==> images/detail.png <==
Window x 116 to 141, y 65 to 90 um. Cells in grey, sequential cells in the stronger grey; small squares are vias.
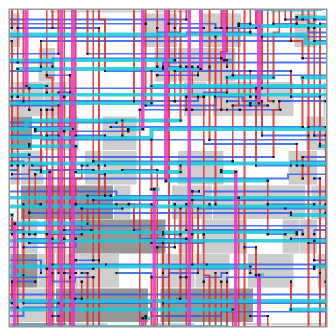
==> images/flops_by_reg.png <==
Scale: 1 px per um. Other sequential cells in the stronger grey, the rest of the logic in the fainter grey.
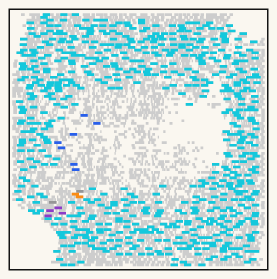
==> images/congestion.png <==
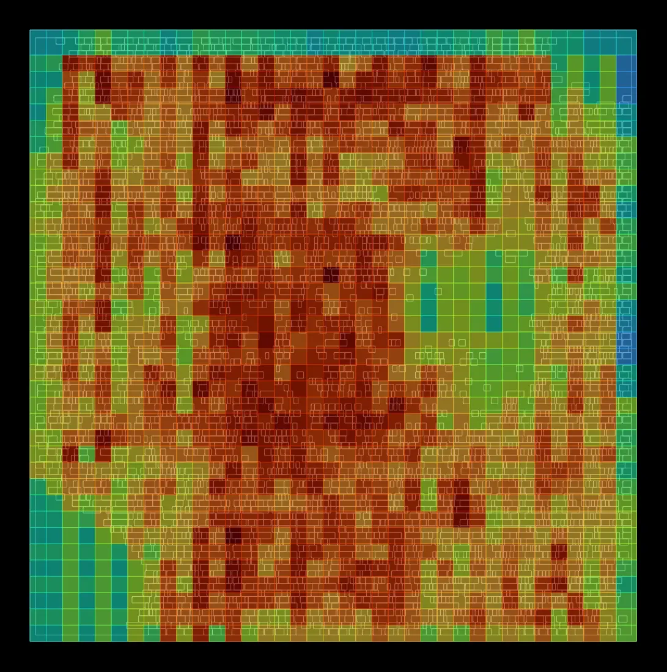
Design line_assembler_flat, sky130hd; sources not shown.
==> results.json <==
{
  "final_common_cell": "nand2_1",
  "power.switching_uw": 7160,
  "cts_htree_levels": 3,
  "overflow": 0,
  "synth_warnings": 0,
  "tns_ps": 0,
  "dieWidth_um": 257,
  "setup_viol": 0,
  "highest_layer": "met5",
  "top_area_cell": "dfxtp_1",
  "place_ws_ps": 142,
  "synthXorXnorAreaFrac_pct": 0.368,
  "layoutNonFillerInstCount": 5127,
  "ant_nets": 0,
  "outcome": "finished clean",
  "routed-wl-met2_um": 59100,
  "fin_area_sq_um": 39500,
  "comb_area_share_pct": 34.5,
  "finalClockPeriodUsage_pct": 90.8,
  "criticalPathCategory": "reg -> reg",
  "clockPowerShare_pct": 33.2,
  "num_vias": 31700,
  "ys.flop_type": "dfxtp_1",
  "grtUsageMet3_pct": 11.4,
  "synth_area_sq_um": 28200,
  "rows": 93,
  "cp.arrival_ps": 4580,
  "adder_share_pct": 0.533,
  "port-buffer-count": 661,
  "buffers": 933,
  "dp.cells": 4995,
  "antenna_found_initial": 2,
  "first_pass_iters": 9,
  "cts_buffers": 72,
  "fp_nets": 3469,
  "logic_gate_count": 2408,
  "seq_power_share_pct": 32.4,
  "max_cap_viol_count": 0,
  "p_clk_uw": 5930,
  "yosys-stat-cells": 3445,
  "antenna_cells": 1,
  "crit_required_ps": 5000,
  "r2r_setup_slack_ps": 420,
  "cts_setup_buffers": 0,
  "fillers": 5520,
  "power_uw": 17900,
  "seq_cells": 655,
  "leakagePower_uw": 0.0133
}
-- detail.png (at the start) --
Key: red = metal 2; magenta = metal 4; cyan = metal 3; blue = metal 1
Sequential cells in the window: 4. Most frequent: nand2_1 (9). 43 logic cells have their middle in the window.

-- flops_by_reg.png (at the start) --
Key: blue = `u_core.bus.o_len` [sequential cells 7, where middle left]; purple = `u_core.r_hold` [sequential cells 4, where lower left]; orange = `u_core.r_state` [sequential cells 2]; cyan = `u_core.bus.o_data` [sequential cells 640, where widely spread]
Another 2 sequential cells are not coloured.
post-layout util: 61.9%
Flop area: 13100 sq um
seq pwr: 5790 uW
Seq area share: 33.2%

-- congestion.png (at the start) --
Most Used Layer, Global Route: met2
grt met2 use: 58.4%

Power and IR drop assume default switching activity.
